==> src/rtl/combi_useq_pkg.sv <==
// Shared types, instruction field positions and helpers for the LDM/STM micro-sequencer.
package combi_useq_pkg;

  typedef enum logic [1:0] {
    IDLE = 2'b00,
    XFER = 2'b01,
    WB   = 2'b10
  } state_t;

  // Encoded directly as {P,U} so the instruction bits can be cast straight in.
  typedef enum logic [1:0] {
    DA = 2'b00,
    IA = 2'b01,
    DB = 2'b10,
    IB = 2'b11
  } mode_t;

  localparam int P_BIT  = 24;
  localparam int U_BIT  = 23;
  localparam int S_BIT  = 22;
  localparam int W_BIT  = 21;
  localparam int L_BIT  = 20;
  localparam int RN_LO  = 16;

  // Number of set bits in a register list (zero-extended to 32 bits by the caller).
  function automatic int popcount(input logic [31:0] v);
    int c;
    c = 0;
    for (int i = 0; i < 32; i++) begin
      if (v[i]) c++;
    end
    return c;
  endfunction

endpackage

==> src/rtl/combi_lsb_enc.sv <==
// Lowest-set-bit encoder: index of the least significant 1 and a flag when none is set.
module combi_lsb_enc #(
  parameter int N = 16,
  parameter int W = $clog2(N)
) (
  input  logic [N-1:0] vec,
  output logic [W-1:0] idx,
  output logic         none
);

  // Scan from the top down so the lowest set bit is the one that sticks.
  always_comb begin
    idx  = '0;
    none = 1'b1;
    for (int i = N - 1; i >= 0; i--) begin
      if (vec[i]) begin
        idx  = W'(i);
        none = 1'b0;
      end
    end
  end

endmodule

==> src/rtl/combi_ldstm_seq.sv <==
// Expands one ARM LDM/STM into single-register load/store micro-ops plus an optional base writeback.
module combi_ldstm_seq #(
  parameter int NREGS  = 16,
  parameter int RIDX   = $clog2(NREGS),
  parameter int WBYTES = 4,
  parameter int OFFW   = $clog2(NREGS * WBYTES) + 2
) (
  input  logic            clk,
  input  logic            rst,
  input  logic [31:0]     instr,
  input  logic            start,
  input  logic            stallD,
  input  logic            flushD,
  output logic            busy,
  output logic            StallFD,
  output logic            uopValid,
  output logic            uopLoad,
  output logic            uopStore,
  output logic            uopWb,
  output logic [RIDX-1:0] uopRd,
  output logic [RIDX-1:0] uopRn,
  output logic [OFFW-1:0] uopOffset,
  output logic            uopLast
);
  import combi_useq_pkg::*;

  localparam int CW = RIDX + 1;
  localparam logic signed [OFFW-1:0] ONE = 1;

  state_t           state_q, state_d;
  mode_t            mode_q, mode_d;
  logic [NREGS-1:0] mask_q, mask_d;
  logic [CW-1:0]    k_q, k_d, n_q, n_d;
  logic             load_q, load_d, wbreq_q, wbreq_d;
  logic [RIDX-1:0]  rn_q, rn_d;

  logic [NREGS-1:0] list, rest;
  logic [RIDX-1:0]  rn_field, cur_idx, unused_rest_idx;
  logic             accept, list_empty, cur_none, rest_none, unused_instr;

  logic signed [OFFW-1:0] k_s, n_s, byte_w, units, xfer_off, wb_off;

  assign list     = instr[NREGS-1:0];
  assign rn_field = instr[RN_LO +: RIDX];
  assign accept   = (state_q == IDLE) && start && !stallD && !flushD;
  // The remaining mask once the current beat's bit is cleared.
  assign rest     = mask_q & (mask_q - NREGS'(1));

  // S and the condition/opcode bits play no part in the expansion.
  assign unused_instr = ^{instr[31:25], instr[S_BIT], cur_none};

  combi_lsb_enc #(.N(NREGS), .W(RIDX)) u_cur_enc (
    .vec  (mask_q),
    .idx  (cur_idx),
    .none (cur_none)
  );

  combi_lsb_enc #(.N(NREGS), .W(RIDX)) u_rest_enc (
    .vec  (rest),
    .idx  (unused_rest_idx),
    .none (rest_none)
  );

  assign list_empty = (list == '0);

  assign k_s    = OFFW'(k_q);
  assign n_s    = OFFW'(n_q);
  assign byte_w = OFFW'(WBYTES);

  // Beat offset in words relative to the original base, by addressing mode.
  always_comb begin
    units = k_s;
    case (mode_q)
      IA: units = k_s;
      IB: units = k_s + ONE;
      DA: units = k_s - n_s + ONE;
      DB: units = k_s - n_s;
      default: units = k_s;
    endcase
  end

  assign xfer_off = units * byte_w;
  assign wb_off   = (mode_q == IA || mode_q == IB) ? (n_s * byte_w) : -(n_s * byte_w);

  // Sequencer state register plus the latched instruction context.
  always_ff @(posedge clk or posedge rst) begin
    if (rst) begin
      state_q <= IDLE;
      mode_q  <= DA;
      mask_q  <= '0;
      k_q     <= '0;
      n_q     <= '0;
      load_q  <= 1'b0;
      wbreq_q <= 1'b0;
      rn_q    <= '0;
    end else begin
      state_q <= state_d;
      mode_q  <= mode_d;
      mask_q  <= mask_d;
      k_q     <= k_d;
      n_q     <= n_d;
      load_q  <= load_d;
      wbreq_q <= wbreq_d;
      rn_q    <= rn_d;
    end
  end

  // Next-state logic: flush beats stall beats advance; start only matters in IDLE.
  always_comb begin
    state_d = state_q;
    mode_d  = mode_q;
    mask_d  = mask_q;
    k_d     = k_q;
    n_d     = n_q;
    load_d  = load_q;
    wbreq_d = wbreq_q;
    rn_d    = rn_q;
    case (state_q)
      IDLE: begin
        if (accept) begin
          mask_d  = list;
          n_d     = CW'(popcount(32'(list)));
          k_d     = '0;
          mode_d  = mode_t'({instr[P_BIT], instr[U_BIT]});
          load_d  = instr[L_BIT];
          rn_d    = rn_field;
          wbreq_d = instr[W_BIT] && !(instr[L_BIT] && list[rn_field]);
          if (!list_empty) state_d = XFER;
        end
      end
      XFER: begin
        if (flushD) begin
          state_d = IDLE;
          mask_d  = '0;
          k_d     = '0;
        end else if (!stallD) begin
          mask_d = rest;
          k_d    = k_q + CW'(1);
          if (rest_none) state_d = wbreq_q ? WB : IDLE;
        end
      end
      WB: begin
        if (flushD) begin
          state_d = IDLE;
          mask_d  = '0;
          k_d     = '0;
        end else if (!stallD) begin
          state_d = IDLE;
        end
      end
      default: state_d = IDLE;
    endcase
  end

  // Micro-op outputs decoded from registered state; StallFD and the flush override are combinational.
  always_comb begin
    busy      = (state_q != IDLE);
    StallFD   = 1'b0;
    uopValid  = 1'b0;
    uopLoad   = 1'b0;
    uopStore  = 1'b0;
    uopWb     = 1'b0;
    uopRd     = '0;
    uopRn     = '0;
    uopOffset = '0;
    uopLast   = 1'b0;
    case (state_q)
      IDLE: begin
        StallFD = accept && !list_empty && !rst;
      end
      XFER: begin
        uopValid  = !flushD;
        uopLoad   = load_q;
        uopStore  = !load_q;
        uopRd     = cur_idx;
        uopRn     = rn_q;
        uopOffset = xfer_off;
        uopLast   = rest_none && !wbreq_q;
        StallFD   = !uopLast && !flushD;
      end
      WB: begin
        uopValid  = !flushD;
        uopWb     = 1'b1;
        uopRd     = rn_q;
        uopRn     = rn_q;
        uopOffset = wb_off;
        uopLast   = 1'b1;
        StallFD   = 1'b0;
      end
      default: ;
    endcase
  end

endmodule

==> config.mk <==
export PLATFORM = sky130hd
export DESIGN_NAME = combi_ldstm_seq
export DESIGN_NICKNAME = d
export VERILOG_FILES = /design/src/rtl/combi_useq_pkg.sv /design/src/rtl/combi_lsb_enc.sv /design/src/rtl/combi_ldstm_seq.sv
export SDC_FILE = /design/constraint.sdc
export NUM_CORES = 1
export LEC_CHECK = 0
export ABC_CLOCK_PERIOD_IN_PS = 3500
export CAP_MARGIN = 20
export CORE_UTILIZATION = 58
export CTS_CLUSTER_SIZE = 30
export DETAILED_ROUTE_END_ITERATION = 8
export GPL_TIMING_DRIVEN = 0
export PLACE_DENSITY = 0.83
export SYNTH_ARGS = -nofsm -noshare
export SYNTH_HDL_FRONTEND = slang
export SYNTH_SLANG_ARGS = --single-unit
==> constraint.sdc <==
create_clock -name clk -period 3.5 [get_ports clk]
set_clock_uncertainty 0.05 [all_clocks]
set_input_delay 0.525 -clock clk [delete_from_list [all_inputs] [get_ports clk]]
set_output_delay 0.525 -clock clk [all_outputs]
set_load 0.02 [all_outputs]
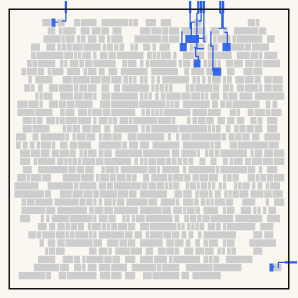
Figure 1: nets reached from selected ports.
Drawn at 3 px/um.
Key: uopOffset = blue [bits 8, direction output, edge 7 top, 1 right, end cells 8, buffers 8, wire 103 um]
I/O Pins: 60
IO Port Bufs: 46

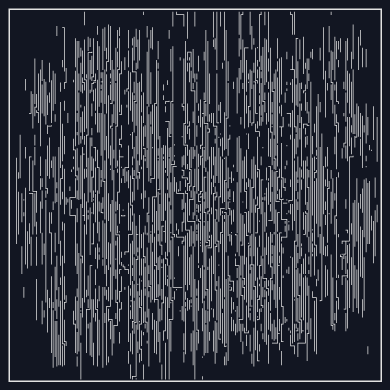
Figure 2: met2 routing.
Drawn at 4 px/um.
The wires run mostly vertical. The layer holds 51% of the routed length. 682 nets have wire on it.
Via Count: 5,150
Global Route met2 Usage: 0.6062
Total Wirelength: 15.10 mm

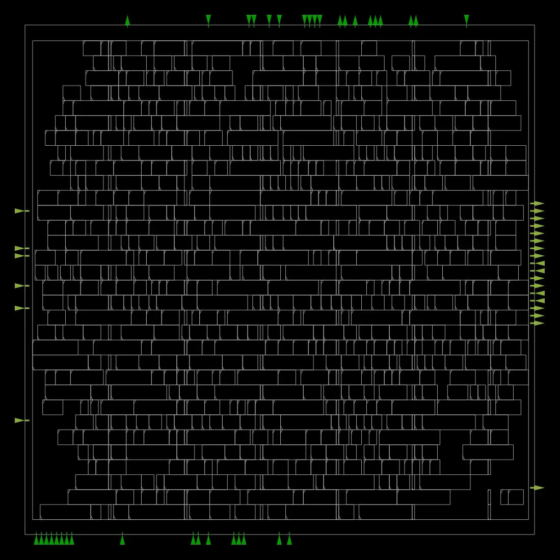
Figure 3: placement view.
flop count: 36
final core occ: 0.8095
core area: 7848 um^2
Seq/total area: 0.1426
Site Rows: 32

==> results.ini <==
[worst_setup_path]
cp-startpoint = instr[1]
rr_endpoint = mask_q[9]
path_delay_family = adder cells
cp_max_fo = 4
end_kind = register
crit_slowest_cell = ha_1
cp-start-kind = primary input

[layout]
largest_reg_flops = 16
sh_comb_area = 0.6336
comb_cells = 491
num-nonclk-inverters = 31
dominant_cells = combinational gates
top_register = mask_q
final_common_cell = nand2_1
final_cells = 800
final-seq-area_um2 = 905.9
clk_share = 0.01812
n_antenna_cell = 0

[power_and_ir_drop]
peakVddDrop_mv = 0.6566
top_power_group = combinational cells
p_comb_w = 0.00435
power_frac_seq = 0.153

[global_route]
use_met1 = 0.3971
grt_overflow_total = 0

[final_timing]
finalSetupViolCount = 5
fin_ws_ns = -3.594
rsz0062_at_grt = yes
worst_slew_pin_slew_ns = 0.6615

[detailed_routing]
wl_met1_mm = 5.740
wl_per_cell_um = 18.88
route.detailed.drc = 0

[synth]
logic_family = simple AND/OR/NAND/NOR gates
ys_sh_simple = 0.2256
synth-edff-count = 0

[clock_tree]
cts_max_level = 2
cts.clk_slew.worst_paths_ns = 0.09

[floorplan]
fp.dieW_um = 92.63
chipHeight_um = 92.63

[run_status]
violations = setup timing
outcome = finished, violations left

[tightest hold or removal path, stage by stage, from the launching register on]
cell	delay (ns)
dfrtp_1	0.36
nand2_1	0.05
o21ai_1	0.06
[synthesized netlist by cell type, drive strengths merged, types with 7 or more instances]
library cell,number
and2,10
mux2i,9
o211ai,7
nor2b,15
o31ai,10
nor3,13
a22o,13
o21ai,44
clkbuf,30
xnor2,46
nand3,16
ha,29
nor2,43
dfrtp,36
nand2,81
inv,31
xor2,22
buf,7
a21oi,28
[what timing repair did]
| item | CTS | global route |
|---|---|---|
| buffers inserted | 40 | 16 |
| endpoints found under the hold margin | 0 | 0 |
| endpoints found under the setup margin | 13 | 13 |
| gates resized | 91 | 41 |
| hold buffers | 0 | 0 |
| pin swaps | 41 | 30 |
